===== src/rtl/cfg_pkg.sv =====
// cfg_pkg: constants and types shared by the Si5340 config-link responder
package cfg_pkg;
    localparam logic [6:0] SLAVE_ADDR = 7'b111_0100;
    localparam logic [7:0] PAGE_REG   = 8'h01;
    typedef enum logic {RW_WRITE = 1'b0, RW_READ = 1'b1} rw_t;
    typedef enum logic [3:0] {
        IDLE, ADDR, ADDR_ACK, REG, REG_ACK, WDATA, WDATA_ACK, RDATA, RDATA_ACK, IGNORE
    } i2c_slv_state_t;
endpackage


===== src/rtl/i2c_bus_sync.sv =====
// i2c_bus_sync: synchronizes SCL/SDA and flags SCL edges plus START/STOP
module i2c_bus_sync #(
    parameter int SYNC_STAGES = 2
) (
    input  logic clk_i,
    input  logic rstn_i,
    input  logic scl_i,
    input  logic sda_i,
    output logic sda,
    output logic scl_rise,
    output logic scl_fall,
    output logic start,
    output logic stop
);
    logic [SYNC_STAGES-1:0] scl_q, sda_q;
    logic scl_h, sda_h, scl_s;
    // synchronizer chains plus one history flop; idle bus level is high
    always_ff @(posedge clk_i) begin
        if (!rstn_i) begin
            scl_q <= '1;
            sda_q <= '1;
            scl_h <= 1'b1;
            sda_h <= 1'b1;
        end else begin
            scl_q <= {scl_q[SYNC_STAGES-2:0], scl_i};
            sda_q <= {sda_q[SYNC_STAGES-2:0], sda_i};
            scl_h <= scl_q[SYNC_STAGES-1];
            sda_h <= sda_q[SYNC_STAGES-1];
        end
    end
    assign scl_s    = scl_q[SYNC_STAGES-1];
    assign sda      = sda_q[SYNC_STAGES-1];
    assign scl_rise = scl_s & ~scl_h;
    assign scl_fall = ~scl_s & scl_h;
    assign start    = scl_s & scl_h & sda_h & ~sda;
    assign stop     = scl_s & scl_h & ~sda_h & sda;
endmodule


===== src/rtl/i2c_cfg_responder.sv =====
// i2c_cfg_responder: I2C responder modelling the Si5340 page/register config interface
module i2c_cfg_responder import cfg_pkg::*; #(
    parameter logic [6:0] SLAVE_ADDR  = cfg_pkg::SLAVE_ADDR,
    parameter int         SYNC_STAGES = 2,
    parameter logic [7:0] PAGE_REG    = cfg_pkg::PAGE_REG
) (
    input  logic        clk_i,
    input  logic        rstn_i,
    input  logic        scl_i,
    input  logic        sda_i,
    output logic        sda_oe_o,
    output logic        wr_en_o,
    output logic [15:0] wr_addr_o,
    output logic [7:0]  wr_data_o,
    output logic        rd_en_o,
    output logic [15:0] rd_addr_o,
    input  logic [7:0]  rd_data_i,
    output logic        busy_o
);
    i2c_slv_state_t state, state_n;
    rw_t            rw, rw_n;
    logic [3:0]     cnt, cnt_n;
    logic [7:0]     sh, sh_n, page, page_n, regp, regp_n, tx, tx_n, rx;
    logic           ackd, ackd_n, oe_n, wr_en_n, rd_en_n, busy_n, rd_dly;
    logic [15:0]    wr_addr_n, rd_addr_n;
    logic [7:0]     wr_data_n;
    logic           sda_s, scl_rise, scl_fall, start, stop;

    i2c_bus_sync #(.SYNC_STAGES(SYNC_STAGES)) u_sync (
        .clk_i(clk_i), .rstn_i(rstn_i), .scl_i(scl_i), .sda_i(sda_i),
        .sda(sda_s), .scl_rise(scl_rise), .scl_fall(scl_fall), .start(start), .stop(stop)
    );

    assign rx = {sh[6:0], sda_s};

    // state and datapath registers
    always_ff @(posedge clk_i) begin
        if (!rstn_i) begin
            state     <= IDLE;
            rw        <= RW_WRITE;
            cnt       <= '0;
            sh        <= '0;
            page      <= '0;
            regp      <= '0;
            tx        <= '0;
            ackd      <= 1'b0;
            sda_oe_o  <= 1'b0;
            wr_en_o   <= 1'b0;
            wr_addr_o <= '0;
            wr_data_o <= '0;
            rd_en_o   <= 1'b0;
            rd_addr_o <= '0;
            rd_dly    <= 1'b0;
            busy_o    <= 1'b0;
        end else begin
            state     <= state_n;
            rw        <= rw_n;
            cnt       <= cnt_n;
            sh        <= sh_n;
            page      <= page_n;
            regp      <= regp_n;
            tx        <= tx_n;
            ackd      <= ackd_n;
            sda_oe_o  <= oe_n;
            wr_en_o   <= wr_en_n;
            wr_addr_o <= wr_addr_n;
            wr_data_o <= wr_data_n;
            rd_en_o   <= rd_en_n;
            rd_addr_o <= rd_addr_n;
            rd_dly    <= rd_en_o;
            busy_o    <= busy_n;
        end
    end

    // bus protocol: START/STOP override everything, then per-state bit handling
    always_comb begin
        state_n   = state;
        rw_n      = rw;
        cnt_n     = cnt;
        sh_n      = sh;
        page_n    = page;
        regp_n    = regp;
        tx_n      = rd_dly ? rd_data_i : tx;
        ackd_n    = ackd;
        oe_n      = sda_oe_o;
        wr_en_n   = 1'b0;
        wr_addr_n = wr_addr_o;
        wr_data_n = wr_data_o;
        rd_en_n   = 1'b0;
        rd_addr_n = rd_addr_o;
        busy_n    = busy_o;
        if (stop || start) begin
            state_n = stop ? IDLE : ADDR;
            cnt_n   = '0;
            ackd_n  = 1'b0;
            oe_n    = 1'b0;
            busy_n  = start;
        end else begin
            case (state)
                ADDR, REG, WDATA: if (scl_rise) begin
                    sh_n  = rx;
                    cnt_n = cnt + 4'd1;
                    if (cnt == 4'd7) begin
                        cnt_n = '0;
                        if (state == ADDR) begin
                            rw_n    = rw_t'(rx[0]);
                            state_n = (rx[7:1] == SLAVE_ADDR) ? ADDR_ACK : IGNORE;
                        end else if (state == REG) begin
                            regp_n  = rx;
                            state_n = REG_ACK;
                        end else begin
                            wr_en_n   = 1'b1;
                            wr_addr_n = {page, regp};
                            wr_data_n = rx;
                            page_n    = (regp == PAGE_REG) ? rx : page;
                            regp_n    = regp + 8'd1;
                            state_n   = WDATA_ACK;
                        end
                    end
                end
                ADDR_ACK, REG_ACK, WDATA_ACK: begin
                    if (scl_fall) begin
                        ackd_n  = ~ackd;
                        oe_n    = ~ackd;
                        state_n = ackd ? ((state == ADDR_ACK) ? REG : WDATA) : state;
                    end
                    if (scl_rise && ackd && state == ADDR_ACK && rw == RW_READ) begin
                        rd_en_n   = 1'b1;
                        rd_addr_n = {page, regp};
                        ackd_n    = 1'b0;
                        cnt_n     = '0;
                        state_n   = RDATA;
                    end
                end
                RDATA: if (scl_fall) begin
                    oe_n    = (cnt == 4'd8) ? 1'b0 : ~tx[7];
                    tx_n    = {tx[6:0], 1'b0};
                    cnt_n   = (cnt == 4'd8) ? 4'd0 : cnt + 4'd1;
                    state_n = (cnt == 4'd8) ? RDATA_ACK : RDATA;
                end
                RDATA_ACK: if (scl_rise) begin
                    state_n   = sda_s ? IGNORE : RDATA;
                    regp_n    = sda_s ? regp : regp + 8'd1;
                    rd_en_n   = ~sda_s;
                    rd_addr_n = sda_s ? rd_addr_o : {page, regp + 8'd1};
                end
                default: ;
            endcase
        end
    end
endmodule


===== config.mk =====
export PLATFORM = sky130hd
export DESIGN_NAME = i2c_cfg_responder
export DESIGN_NICKNAME = d
export VERILOG_FILES = /design/src/rtl/cfg_pkg.sv /design/src/rtl/i2c_bus_sync.sv /design/src/rtl/i2c_cfg_responder.sv
export SDC_FILE = /design/constraint.sdc
export NUM_CORES = 1
export LEC_CHECK = 0
export ABC_AREA = 1
export CORE_ASPECT_RATIO = 2
export CORE_MARGIN = 1
export CORE_UTILIZATION = 52
export CTS_BUF_LIST = sky130_fd_sc_hd__clkbuf_8
export DETAILED_ROUTE_END_ITERATION = 16
export GPL_ROUTABILITY_DRIVEN = 1
export PLACE_DENSITY = 0.8
export SYNTH_ARGS = -nofsm -noshare
export SYNTH_HDL_FRONTEND = slang
export SYNTH_HIERARCHICAL = 1
export SYNTH_SLANG_ARGS = --single-unit

===== constraint.sdc =====
create_clock -name clk_i -period 3.1 [get_ports clk_i]
set_clock_uncertainty 0.2 [all_clocks]
set_input_delay 0.31 -clock clk_i [delete_from_list [all_inputs] [get_ports clk_i]]
set_output_delay 0.31 -clock clk_i [all_outputs]
set_load 0.03 [all_outputs]

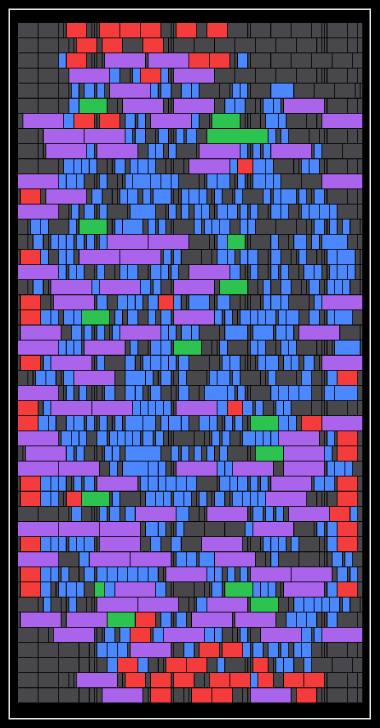
(run_1/placement_by_type.png)
Fill, decap, tap and diode cells in grey.
clock drivers and dummy loads -> green  # cells 15, share of their area 4.4%
combinational and other logic -> blue  # cells 470, share of their area 45%
other buffers and delay cells -> red  # cells 61, share of their area 12%
flops -> purple  # cells 92, share of their area 38%
Core Region: 7601 um2
Cell Rows: 45
final core occ: 0.6456

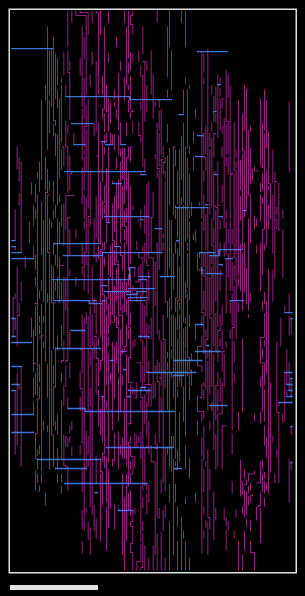
(run_1/wires.png)
The bar under the picture is 20 um long. Two of the layers only.
metal 2 -> magenta  # wire length 6200 um
metal 3 -> blue  # wire length 401 um

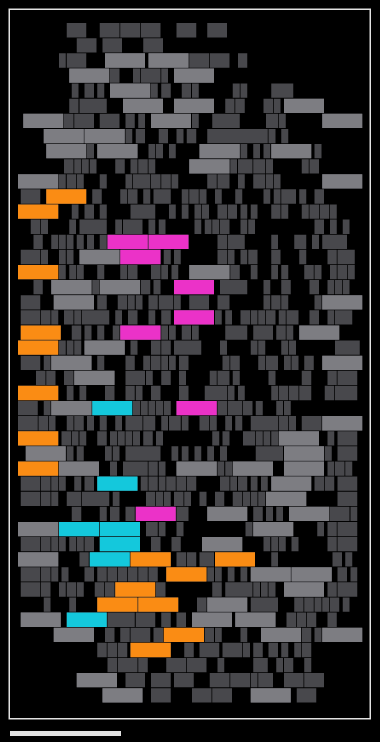
(run_1/flops_by_reg.png)
The bar under the picture is 20 um long. Other sequential cells in the stronger grey, the rest of the logic in the fainter grey.
`sh` -> cyan  # sequential cells 7
`regp` -> magenta  # sequential cells 8, where middle
`wr_addr_o` -> orange  # sequential cells 16
not coloured = 61
Sequential Power: 1310 uW
FF/Latch Area: 1842 um2
Seq/total area: 0.3753

==> Changelog: implementation, run 1 <==
### Metrics

* Min-Delay Path Class: reg2reg
* Final Hold Fails at 0
* Top Family by Delay on Critical Path: simple AND/OR/NAND/NOR gates
* Outcome: completed
* Synth cell types at 30
* GPL Wtd Cong at about 0.97
* Cts repair resizes at 0
* Fin Hold WS at between 0.2 and 0.25 ns
* Clock root buffer: clkbuf_8
* Crit path max fanout at 29
* Register share after synthesis at 0.4504
* Logic family by area: simple AND/OR/NAND/NOR gates
* Total GRT Usage at 0.2916
* First-pass DRT Iterations at 5
* Top cells by area: dfxtp_1 (45%), nand2_1 (11%), o21ai_0 (8.7%)
* Via count at 3974
* Crit path top cell by count: buf_4
* IO Port Bufs at 55
* Actual slew at the worst max-slew pin at 0.7903 ns
* Period utilization at 0.8145
* Achievable Freq at 396.1 MHz
* Post-Place Cells at 717
* Die area at just over 8000 um2
* Basic Gates by Area at 0.2699
* Starting density of the core at 0.5379
[run 1: Yosys cell counts, drive strengths merged, types with 2 or more instances]
library cell,count
a21oi,59
buf,10
clkbuf,11
dfxtp,92
ha,4
inv,63
mux2i,2
nand2,122
nand3,29
nand4,6
nor2,94
nor3,6
o21ai,73
xor2,4
[run 1: kinds of logic after synthesis]
group / count (synthesis)
mux: 3
xor+xnor: 5
compound gates: 134
fa+ha+maj: 4
buf+inv: 85
simple gates: 260
flops: 92
[run 1: worst reg2reg max path: cells and delay by family (launching register included)]
kind / cells / cell delay, ns
buffers and inverters: 3 / 0.64
and+or+nand+nor: 5 / 0.78
AOI/OAI and AO/OA: 2 / 0.28
DFF: 1 / 0.54
[run 1: state kept, by name, indices dropped and copies added (netlist names), 2 cells and up]
| signal | count |
|---|---|
| cnt | 4 |
| page | 8 |
| rd_addr_o | 16 |
| regp | 8 |
| sh | 7 |
| state | 4 |
| tx | 8 |
| u_sync/scl_q | 2 |
| u_sync/sda_q | 2 |
| wr_addr_o | 16 |
| wr_data_o | 8 |
[run 1: cells in the final DEF (no fill, tap or decap), types with 2 or more instances in the layout]
cell type and instances:
o21ai_0 71, nor3_1 4, nor2_4 3, mux2i_1 2, nor3_2 2, nand2_2 3, nor2_1 88, clkbuf_8 12
clkdlybuf4s50_1 55, nand2_1 119, inv_2 3, nor2_2 3, a21oi_1 59, dfxtp_1 92, buf_4 6, nand3_1 28
inv_1 60, xor2_1 4, ha_1 4, nand4_1 6, o21ai_1 2
[run 1: power by group]
group / switching, uW / leakage (uW) / internal, uW / total, uW
Sequential: 69.3 / 0.000743 / 1240 / 1310
Clock: 410 / 0.000109 / 436 / 846
Combinational: 439 / 0.00117 / 203 / 641
[run 1: through the flow]
stage	power (uW)	area, um2	setup WS (ns)
floorplan	1760	4089	1.237
global placement	1952	4698	0.7303
CTS	2788	4907	0.5917
detailed placement	1961	4698	0.6362
global route	2947	4907	0.3207
finish	2793	4907	0.5751
[run 1: cell type report]
| cell class | instances | area [um2] |
|---|---|---|
| fillers | 706 | 2694 |
| multi-input cells | 406 | 1903 |
| flip-flops and latches | 92 | 1842 |
| repair buffers | 61 | 595.6 |
| inverters | 64 | 240.2 |
| clock buffers | 12 | 165.2 |
| well taps | 94 | 117.6 |
| clock inverters | 3 | 43.79 |
[run 1: path summary, 6_finish.rpt]
path	start	to	slack (ns)	cells past startpoint
setup / recovery	u_sync/sda_q[1]	wr_addr_o[3]	0.58	10
hold / removal	u_sync/scl_q[0]	u_sync/scl_q[1]	0.22	2
setup reg to reg	u_sync/sda_q[1]	wr_addr_o[3]	0.58	10
hold reg to reg	u_sync/scl_q[0]	u_sync/scl_q[1]	0.22	2
[run 1: routing by layer]
metal,vias to the layer above,share of wire,GRT usage
met5,-,0,0
met4,0,0.083,0.2575
met3,59,0.036,0.06161
met2,121,0.55,0.5313
met1,1823,0.33,0.2562
li1,1971,-,-
==> run_1/clk_routes.png <==
The bar under the picture is 20 um long.
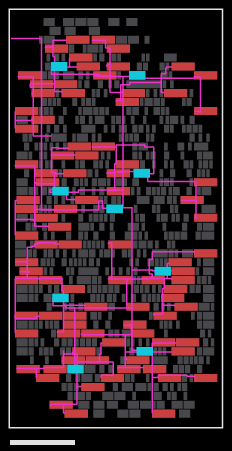

==> run 2: changes to the inputs <==
==> constraint.sdc (replaced) <==
create_clock -name clk_i -period 2.57 [get_ports clk_i]
set_clock_uncertainty 0.2 [all_clocks]
set_input_delay 0.257 -clock clk_i [delete_from_list [all_inputs] [get_ports clk_i]]
set_output_delay 0.257 -clock clk_i [all_outputs]
set_load 0.03 [all_outputs]
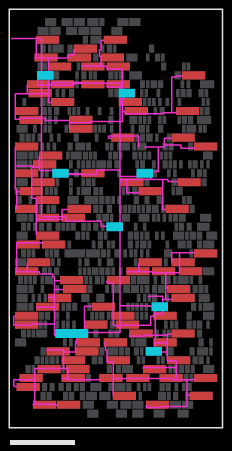
(run_2/clk_routes.png)
The bar under the picture is 20 um long.
clock wires -> magenta  # length 1010 um
clock drivers -> cyan  # count 9
flip-flops -> red  # count 92
flops lie = spread over the die
routed clock nets = 10

==> Changelog: implementation, run 2 <==
### Metrics

* Met2 usage at 0.5643 (+0.03309)
* Clock root buffer: clkbuf_8
* Core Region at 7601 um2 (unchanged)
* FF/Latch Area at 1842 um2 (unchanged)
* Register share after synthesis at 0.4504 (unchanged)
* GPL Wtd Cong at 0.9941 (+2.8%)
* Fill count at 710 (+0.57%)
* Top Family by Delay on Critical Path: simple AND/OR/NAND/NOR gates
* Final ANT Viol Nets at 0
* Period utilization at 0.9079 (+0.09344)
* Via count at 3992 (+0.45%)
* Logic area at 1903 um2 (unchanged)
* Outcome: completed
* Top cells by area: dfxtp_1 (45%), nand2_1 (11%), o21ai_0 (8.7%)
* Starting density of the core at 0.5379 (unchanged)
* GRT Max-Usage Layer: met2
* Synth cell types at 30 (unchanged)
* Area added between synthesis and finish at 19.09%
* IO Port Bufs at 55 (unchanged)
* Total GRT Usage at 0.2935 (+0.001858)
* Final Hold Fails at 0 (unchanged)
* Crit path max fanout at 12 (-59%)
* Top Layout Cells: nand2_1 (119), dfxtp_1 (92), nor2_1 (88)
* Achievable Freq at 428.6 MHz (+8.2%)
* List of most frequent post-synthesis cells: nand2_1 (119), dfxtp_1 (92), nor2_1 (88), o21ai_0 (71), inv_1 (60)
* Met1 Use GR at 0.2659 (+0.009686)
* Seq cells post-synth at ~92
* Actual slew at the worst max-slew pin at 0.5085 ns (-0.2818 ns)
* Cell Rows at 45 (unchanged)
* DR iter-0 viols at 210
* Crit path top cell by count: nor2_1
* Top cell type by instance count after synthesis: nand2_1
* First-pass DRT Iterations at 5 (unchanged)
* Post-CTS setup buffers at 0
* Die area at 8243 um2 (unchanged)
-- run 2: cell type report --
cell class / count / area share
timing repair buffer: 64 / 0.1269
clock inverter: 5 / 0.005139
multi-input combinational: 406 / 0.3908
sequential: 92 / 0.3782
clock buffer: 9 / 0.02544
inverter: 64 / 0.04933
tap: 94 / 0.02415
-- run 2: logic make-up (layout without fill, tap and decap cells) --
logic type,after synthesis,after routing,share of synthesized area
multiplexers,3,3,0.007650
adder cells (fa/ha/maj),4,4,0.01224
AND-OR/OR-AND,134,134,0.1649
XOR/XNOR,5,5,0.01071
buffers and inverters,85,142,0.08415
AND/OR/NAND/NOR,260,260,0.2699
flip-flops,92,92,0.4504
-- run 2: final timing paths --
kind / start / to / cells past startpoint / slack, ns
worst max-delay path: u_sync/sda_q[1] / regp[5] / 12 / 0.24
worst min-delay path: sda_i / u_sync/sda_q[0] / 3 / 0.23
worst max register to register: u_sync/sda_q[1] / regp[5] / 12 / 0.24
worst min register to register: u_sync/scl_q[0] / u_sync/scl_q[1] / 2 / 0.23
-- run 2: metrics by stage --
stage	utilization	worst slack, ns	hold WS, ns	cell area (um2)	power [uW]
after floorplan	-	0.7069	0.1257	4089	2123
after global placement	0.6211	0.3022	0.1980	4721	2348
after detailed placement	0.6211	0.3051	0.2050	4721	2353
after CTS	0.6407	0.2697	0.2207	4870	3132
after global routing	0.6407	0.06939	0.2315	4870	3297
final	0.6407	0.2366	0.2264	4870	3144
-- run 2: per-layer routing --
metal | share of wire | vias up | wire length, um
li1 | - | 1976 | -
met3 | 0.034 | 44 | 387
met4 | 0.057 | 0 | 656
met5 | 0 | - | 0
met1 | 0.34 | 1848 | 3950
met2 | 0.57 | 124 | 6547
-- run 2: worst register-to-register path, stage by stage (launching register included) --
cell and delay (ns):
dfxtp_1 0.55, inv_1 0.10, nand2_1 0.07, nor2_1 0.07, nor2_4 0.19, inv_1 0.18
nor2_1 0.18, nand2_1 0.08, nor3_2 0.11, buf_4 0.21, inv_1 0.12, nor2_1 0.12
nor2_1 0.06
-- run 2: power breakdown --
part           switching, uW  total, uW  internal (uW)
Combinational            526        766            240
Sequential              81.6       1570           1490
Clock                    474        804            331
==> run 3: changes to the inputs <==
--- a/config.mk
+++ b/config.mk
@@ -6,6 +6,7 @@
 export NUM_CORES = 1
 export LEC_CHECK = 0
 export ABC_AREA = 1
+export CAP_MARGIN = 20
 export CORE_ASPECT_RATIO = 2
 export CORE_MARGIN = 1
 export CORE_UTILIZATION = 52
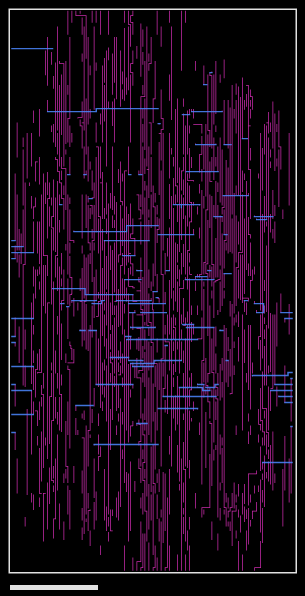
(run_3/wires.png)
The bar under the picture is 20 um long. Two of the layers only.
metal 2 -> magenta  # wire length 6550 um
metal 3 -> blue  # wire length 387 um
DR WL/cell: 15.72 um
Total GRT Usage: 0.2935
Routed Wire Length: 11.54 mm

==> Changelog: implementation, run 3 <==
### Metrics

* Achievable Freq at 428.6 MHz (unchanged)
* Core Region at 7601 um2 (unchanged)
* Area fraction in mux cells at 0.007650 (unchanged)
* Reg2reg start: u_sync/sda_q[1]
* Hold path startpoint: sda_i
* Period utilization at 0.9079 (unchanged)
* R2r setup slk at 0.24 ns (about the same)
* Cell count of the worst hold path at 3 (unchanged)
* DP Area at 4721 um2 (unchanged)
* Width of the die at 64.70 um
* Final ANT Viol Nets at 0 (unchanged)
* Register share after synthesis at 0.4504 (unchanged)
* Top cells by area: dfxtp_1 (45%), nand2_1 (11%), o21ai_0 (8.7%)
* Area added between synthesis and finish at 19.09% (unchanged)
* Fa+ha+maj area frac at 0.01224 (unchanged)
* Seq cells post-synth at 92 (unchanged)
* Post-CTS setup buffers at 0 (unchanged)
* Synth cell types at 30 (unchanged)
* Startpoint Class: flip-flop
* First-pass DRT Iterations at 5 (unchanged)
* Actual slew at the worst max-slew pin at 0.5085 ns (unchanged)
* Max cap viols at 0
* Top Layout Cells: nand2_1 (119), dfxtp_1 (92), nor2_1 (88)
* Die area at 8243 um2 (unchanged)
* IO Port Bufs at 55 (unchanged)
* Logic family by area: simple AND/OR/NAND/NOR gates
* Cell Rows at 45 (unchanged)
* Via count at 3992 (unchanged)
* Clock root buffer: clkbuf_8
* Post-route cell area at 4870 um2 (unchanged)
* IO Pins at 56
* CTS Buffer Depth at 2
* R2R cell count at 12 (unchanged)
* Xor+xnor area frac at 0.01071 (unchanged)
* Min Tclk post-route at 2.333 ns
* Crit path max fanout at 12 (unchanged)
* Top cell type by instance count after synthesis: nand2_1
* GPL Wtd Cong at 0.9941 (unchanged)
* Final Hold Fails at 0 (unchanged)
* Diode count at 0
* Outcome: completed
* Basic Gates by Area at 0.2699 (unchanged)
* Hold EP: u_sync/sda_q[0]
* Post-synthesis average cell area at between 7 and 8 um2
* DR iter-0 viols at 210 (unchanged)
* Crit path top cell by count: nor2_1
* Yosys aoi share at 0.1649 (unchanged)
* Starting density of the core at 0.5379 (unchanged)
* Reg2reg end: regp[5]
-- run 3: cells by family (layout without fill, tap and decap cells) --
| group | after synthesis | after routing |
|---|---|---|
| multiplexers | 3 | 3 |
| AND/OR/NAND/NOR | 260 | 260 |
| flip-flops | 92 | 92 |
| AND-OR/OR-AND | 134 | 134 |
| XOR/XNOR | 5 | 5 |
| adder cells (fa/ha/maj) | 4 | 4 |
| buffers and inverters | 85 | 142 |
-- run 3: how the worst max path moves through the flow --
stage,slack (ns),startpoint,end
5_1_grt,0.07,u_sync/sda_q[1],regp[5]
2_1_floorplan,0.71,u_sync/sda_q[1],regp[0]
3_5_place_dp,0.31,u_sync/sda_q[1],regp[5]
3_3_place_gp,0.30,u_sync/sda_q[1],regp[5]
4_1_cts,0.27,u_sync/sda_q[1],regp[5]
6_report,0.24,u_sync/sda_q[1],regp[5]
-- run 3: cell type report --
type                            count  area [um2]  area share
Sequential cell                    92        1842      0.3782
Tap cell                           94       117.6     0.02415
Timing Repair Buffer               64       618.1      0.1269
Clock buffer                        9       123.9     0.02544
Multi-Input combinational cell    406        1903      0.3908
Clock inverter                      5       25.02    0.005139
Inverter                           64       240.2     0.04933
-- run 3: routing by layer --
layer | share of wire | track usage | up-vias
li1 | - | - | 1976
met1 | 0.34 | 0.2659 | 1848
met2 | 0.57 | 0.5643 | 124
met3 | 0.034 | 0.04643 | 44
met4 | 0.057 | 0.2000 | 0
met5 | 0 | 0 | -
-- run 3: worst max-delay path: cells and delay by family (launching register included) --
family        cells  cell delay, ns
flops             1            0.55
simple gates      8            0.88
buf+inv           4            0.61
-- run 3: where the power goes --
group,total [uW],internal (uW),switching [uW]
logic,766,240,526
clock network,804,331,474
registers,1570,1490,81.6
-- run 3: through the flow --
step                total power, uW  setup slack (ns)    util  std cells  hold WS (ns)
global route                   3297           0.06939  0.6407        734        0.2315
detailed placement             2353            0.3051  0.6211        720        0.2050
global placement               2348            0.3022  0.6211        720        0.1980
finish                         3144            0.2366  0.6407        734        0.2264
floorplan                      2123            0.7069       -        583        0.1257
CTS                            3132            0.2697  0.6407        734        0.2207
Power is estimated from default activity; no workload was simulated.
